[src/rtl/fe_record_gen.sv]
`timescale 1ns/1ps
// Front-end record generator: stamps L1 triggers with {LV1ID,BCID}, queues them, and emits
// a data header plus HitCnt emulated hit records per trigger into a 16-deep FWFT FIFO.
// Optional feature macro: FE_RECORD_GEN_SR_EN (service record reporting dropped triggers).
module fe_record_gen (
    input  logic        Clk,
    input  logic        n_ResetIn,
    input  logic        L1_Trig_In,
    input  logic        ClearBC,
    input  logic        ClearTrigId,
    input  logic [3:0]  HitCnt,
    input  logic        Read_Fifo,
    output logic [23:0] Data_Word,
    output logic        Empty,
    output logic [7:0]  Skipped,
    output logic [1:0]  o_dbg_state
);

    typedef enum logic [1:0] {
        S_IDLE   = 2'd0,
        S_HEADER = 2'd1,
        S_HITS   = 2'd2
    } state_t;

    state_t      r_state;
    state_t      w_state_nxt;

    logic [9:0]  r_bcid;
    logic [4:0]  r_lv1id;
    logic [7:0]  r_skipped;

    logic [14:0] r_tq [4];
    logic [1:0]  r_tq_wp;
    logic [1:0]  r_tq_rp;
    logic [2:0]  r_tq_cnt;

    logic [23:0] r_fifo [16];
    logic [3:0]  r_wp;
    logic [3:0]  r_rp;
    logic [4:0]  r_cnt;

    logic [3:0]  r_hit_max;
    logic [3:0]  r_hit_idx;

    logic        w_tq_full;
    logic        w_tq_empty;
    logic        w_trig_acc;
    logic        w_trig_drop;
    logic [14:0] w_tq_head;
    logic        w_fifo_full;
    logic        w_fifo_empty;
    logic        w_rd;
    logic        w_wr;
    logic [23:0] w_wdata;
    logic        w_tq_pop;
    logic        w_hit_load;
    logic        w_hit_inc;
    logic [3:0]  w_k1;

`ifdef FE_RECORD_GEN_SR_EN
    logic [9:0]  r_sr_cnt;
    logic        r_sr_done;
    logic        w_sr_wr;
`endif

    assign w_tq_full    = (r_tq_cnt == 3'd4);
    assign w_tq_empty   = (r_tq_cnt == 3'd0);
    assign w_trig_acc   = L1_Trig_In && !w_tq_full;
    assign w_trig_drop  = L1_Trig_In && w_tq_full;
    assign w_tq_head    = r_tq[r_tq_rp];
    assign w_fifo_full  = (r_cnt == 5'd16);
    assign w_fifo_empty = (r_cnt == 5'd0);
    assign w_k1         = r_hit_idx + 4'd1;

    // Downstream handshake: Empty=0 means Data_Word is valid; Read_Fifo acts as ready and a
    // word is consumed only on an edge where both are true. Reads while Empty=1 are ignored.
    assign w_rd        = Read_Fifo && !w_fifo_empty;
    assign Data_Word   = w_fifo_empty ? 24'h000000 : r_fifo[r_rp];
    assign Empty       = w_fifo_empty;
    assign Skipped     = r_skipped;
    assign o_dbg_state = r_state;

    always_comb begin
        w_state_nxt = r_state;
        w_wr        = 1'b0;
        w_wdata     = 24'h000000;
        w_tq_pop    = 1'b0;
        w_hit_load  = 1'b0;
        w_hit_inc   = 1'b0;
`ifdef FE_RECORD_GEN_SR_EN
        w_sr_wr     = 1'b0;
`endif
        case (r_state)
            S_IDLE: begin
                if (!w_tq_empty) w_state_nxt = S_HEADER;
            end
            S_HEADER: begin
                // A full FIFO holds the FSM here; nothing is popped until the write lands.
                if (!w_fifo_full) begin
`ifdef FE_RECORD_GEN_SR_EN
                    if ((r_sr_cnt != 10'd0) && !r_sr_done) begin
                        w_wr    = 1'b1;
                        w_wdata = {8'hEF, 6'd14, r_sr_cnt};
                        w_sr_wr = 1'b1;
                    end else
`endif
                    begin
                        w_wr       = 1'b1;
                        w_wdata    = {8'hE9, 1'b0, w_tq_head[14:10], w_tq_head[9:0]};
                        w_tq_pop   = 1'b1;
                        w_hit_load = 1'b1;
                        w_state_nxt = (HitCnt == 4'd0) ? S_IDLE : S_HITS;
                    end
                end
            end
            S_HITS: begin
                if (!w_fifo_full) begin
                    w_wr    = 1'b1;
                    w_wdata = {3'b000, w_k1, 5'b00000, w_k1, r_hit_idx, 4'hF};
                    if (r_hit_idx == r_hit_max - 4'd1) w_state_nxt = S_IDLE;
                    else                                w_hit_inc   = 1'b1;
                end
            end
            default: w_state_nxt = S_IDLE;
        endcase
    end

    always_ff @(posedge Clk or negedge n_ResetIn) begin
        if (!n_ResetIn) begin
            r_state   <= S_IDLE;
            r_bcid    <= 10'd0;
            r_lv1id   <= 5'd0;
            r_skipped <= 8'd0;
            r_tq_wp   <= 2'd0;
            r_tq_rp   <= 2'd0;
            r_tq_cnt  <= 3'd0;
            r_wp      <= 4'd0;
            r_rp      <= 4'd0;
            r_cnt     <= 5'd0;
            r_hit_max <= 4'd0;
            r_hit_idx <= 4'd0;
        end else begin
            r_state <= w_state_nxt;
            r_bcid  <= ClearBC ? 10'd0 : r_bcid + 10'd1;

            if (ClearTrigId)     r_lv1id <= 5'd0;
            else if (w_trig_acc) r_lv1id <= r_lv1id + 5'd1;

            if (w_trig_drop && (r_skipped != 8'hFF)) r_skipped <= r_skipped + 8'd1;

            if (w_trig_acc) r_tq_wp <= r_tq_wp + 2'd1;
            if (w_tq_pop)   r_tq_rp <= r_tq_rp + 2'd1;
            r_tq_cnt <= r_tq_cnt + {2'b00, w_trig_acc} - {2'b00, w_tq_pop};

            if (w_wr) r_wp <= r_wp + 4'd1;
            if (w_rd) r_rp <= r_rp + 4'd1;
            r_cnt <= r_cnt + {4'b0000, w_wr} - {4'b0000, w_rd};

            if (w_hit_load) begin
                r_hit_max <= HitCnt;
                r_hit_idx <= 4'd0;
            end else if (w_hit_inc) begin
                r_hit_idx <= r_hit_idx + 4'd1;
            end
        end
    end

`ifdef FE_RECORD_GEN_SR_EN
    // The done flag forces a DH between consecutive service records so that a steady
    // drop stream cannot starve the header path.
    always_ff @(posedge Clk or negedge n_ResetIn) begin
        if (!n_ResetIn) begin
            r_sr_cnt  <= 10'd0;
            r_sr_done <= 1'b0;
        end else begin
            if (w_sr_wr)                                r_sr_cnt <= {9'd0, w_trig_drop};
            else if (w_trig_drop && (r_sr_cnt != 10'h3FF)) r_sr_cnt <= r_sr_cnt + 10'd1;

            if (w_sr_wr)       r_sr_done <= 1'b1;
            else if (w_tq_pop) r_sr_done <= 1'b0;
        end
    end
`endif

    always_ff @(posedge Clk) begin
        if (w_trig_acc) r_tq[r_tq_wp] <= {r_lv1id, r_bcid};
        if (w_wr)       r_fifo[r_wp]  <= w_wdata;
    end

endmodule

[config.mk]
export PLATFORM = sky130hd
export DESIGN_NAME = fe_record_gen
export DESIGN_NICKNAME = d
export VERILOG_FILES = /design/src/rtl/fe_record_gen.sv
export SDC_FILE = /design/constraint.sdc
export NUM_CORES = 1
export LEC_CHECK = 0
export ABC_AREA = 1
export CORE_UTILIZATION = 45
export CTS_CLUSTER_DIAMETER = 150
export DETAILED_ROUTE_END_ITERATION = 16
export PLACE_DENSITY = 0.6
export REMOVE_ABC_BUFFERS = 1
export SLEW_MARGIN = 20
export SYNTH_ARGS = -nofsm -noshare
export SYNTH_HDL_FRONTEND = slang
export SYNTH_SLANG_ARGS = --single-unit
[constraint.sdc]
create_clock -name Clk -period 5.22 [get_ports Clk]
set_input_delay 0.522 -clock Clk [delete_from_list [all_inputs] [get_ports Clk]]
set_output_delay 0.522 -clock Clk [all_outputs]
set_load 0.01 [all_outputs]
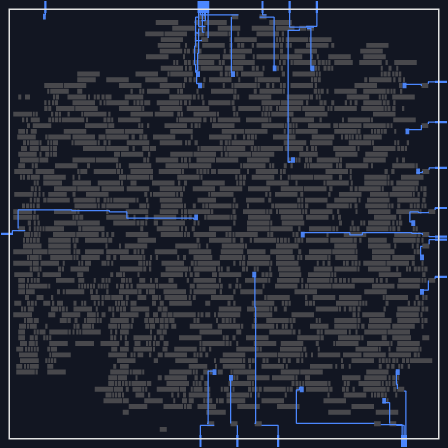
Fig. 1. Nets reached from selected ports.
Key: blue = Data_Word [bits 24, direction output, edge 10 top, 7 right, 6 bottom, 1 left, end cells 21, buffers 23, wire 839 microns]
Port Buffers: 43
I/O pins: 45

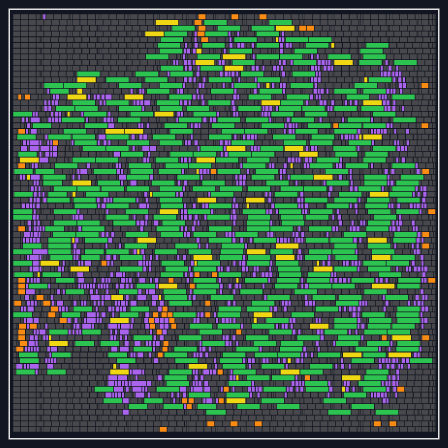
Fig. 2. Cells coloured by class.
Fill, decap, tap and diode cells in grey.
Key: purple = remaining logic cells [cells 1,081]; orange = remaining buffers and delay cells [cells 75]; yellow = clock drivers and dummy loads [cells 79]; green = registers [cells 433]
Final Util: 51.66%
Core Region: 39,820 sq um
Rows: 73
flop share of the area: 61.95%

==> changes_impl.md <==
### Changed

- # Cells Yosys: 1,597
- Largest net degree at the start of global routing: between 100 and 150
- Critical path buffers and inverters: 3
- Worst path required time: between 4000 and 5000 ps
- Placed Cells: approximately 2,100
- Post-CTS Setup Bufs: 0
- Reg2reg path depth: 7
- Seq share, synth: between 60% and 70%
- Tool warning count: 36
- CTS tree: built
- Fp_density: between 40% and 50%
- Crit-path slowest cell: inv_6
- Most frequent cells in the layout: 499 x nand2_1, 380 x edfxtp_1, 261 x nand3_1
- Root Driver: clkbuf_16
- Synth Register Bits: between 400 and 500
- Status: complete, no violations
- Worst setup path category: register to output port
- Clk buf depth: 3
- Area grow syn2layout: 13.03%
- Final wirelength: ~42 mm
- Setup tns final: 0 ps
- Crit-path max cell delay: roughly 610 ps
- Most used cell, CP: nand2_1
- Final count of hold timing violations: 0
- Max Transition Viols Final: 0
- Crit path DAT: roughly 3400 ps
- R2R Path End: r_fifo[1][19]$_DFFE_PP_
- Final min period: 3941 ps
- DR DRC count: 0
- Clock-pin slew on the worst setup and hold paths: 60 ps
- F_max: ~0.25 GHz
- Clk sinks: ~430
- Final non-filler cell total: approximately 2,200
- First-pass GRT wire length: about 66 mm
- Fin crit share: about three quarters
- Total power per unit cell area: 614.6 nW/um^2
- Critical Path Source: r_rp[0]$_DFFE_PN0P_
- Netlist cell types: 30
-- per-stage QoR --
stage / power [mW] / utilization (%) / setup WS [ps] / hold slack [ps] / instance area [sq um]
after floorplan: 7.768 / - / 233.2 / 226.4 / 17720
after global placement: 9.491 / 47.96 / 1880 / 471.6 / 19100
after detailed placement: 9.581 / 47.97 / 1905 / 478.6 / 19100
after CTS: 12.75 / 51.58 / 1296 / 93.26 / 20540
after global routing: 13.46 / 51.66 / 1041 / 142.2 / 20570
final: 12.64 / 51.66 / 1279 / 78.30 / 20570
-- metal layers --
layer  up-vias  GRT usage (%)  wire length (microns)  part of all wire (%)
met1      5674          28.87                  18830                    45
li1       5573              -                      -                     -
met2       287          34.85                  20030                    48
met3        56          2.905                   2116                   5.1
met5         -              0                      0                     0
met4         0          5.908                    784                   1.9
-- synthesized netlist by cell type --
library cell	n	share of area (%)
nand2_1	499	10
edfxtp_1	380	63
nand3_1	261	7.2
nor2_1	78	1.6
inv_1	69	1.4
dfrtp_1	53	7.3
a21oi_1	38	1.0
o21ai_0	37	1.0
buf_2	28	0.77
ha_1	25	1.7
clkbuf_1	23	0.47
xor2_1	17	0.82
buf_4	14	0.58
xnor2_1	11	0.53
buf_6	9	0.56
o21ai_1	9	0.25
buf_1	8	0.17
nand4_1	8	0.28
o22ai_1	7	0.24
a32o_1	5	0.28
nor3_1	4	0.11
inv_2	3	0.062
nand2_2	3	0.10
fa_1	2	0.22
a41oi_1	1	0.048
buf_8	1	0.082
conb_1	1	0.021
inv_6	1	0.048
nand4_2	1	0.069
nor3b_1	1	0.041
-- power by group --
| group | total (mW) | switching (mW) | internal, mW |
|---|---|---|---|
| clock | 3.15 | 1.29 | 1.86 |
| combinational | 4.59 | 3.11 | 1.48 |
| sequential | 4.91 | 0.240 | 4.67 |
-- registers in the layout, indices dropped and copies added (netlist names), 3 cells and up --
name and flops:
r_wp 4, r_tq_cnt 3, r_bcid 10, r_tq 60, r_hit_idx 4, r_fifo 320, r_rp 4, r_hit_max 4
r_lv1id 5, r_cnt 5, Skipped 8
-- worst max-delay path by stage --
stage                               end  cells after the start
after global placement     Data_Word[1]                      9
final                     Data_Word[20]                      9
after detailed placement   Data_Word[1]                      9
after global routing      Data_Word[19]                      9
after CTS                  Data_Word[1]                      9
after floorplan           Data_Word[16]                      7
-- cell type report --
class / instances / area (sq um)
clock inverters: 25 / 256.5
well taps: 525 / 656.9
repair buffers: 75 / 665.6
inverters: 73 / 279.0
flip-flops and latches: 433 / 12740
fillers: 3486 / 19250
multi-input cells: 1008 / 4790
clock buffers: 54 / 1181
-- cell families after synthesis --
group	Yosys count	synth area share [%]
flops	433	69.98
compound gates	97	2.874
buf+inv	156	4.159
simple gates	855	19.68
xor+xnor	28	1.347
fa+ha+maj	27	1.939
other cells	1	0.02060
Power is estimated from default activity; no workload was simulated.
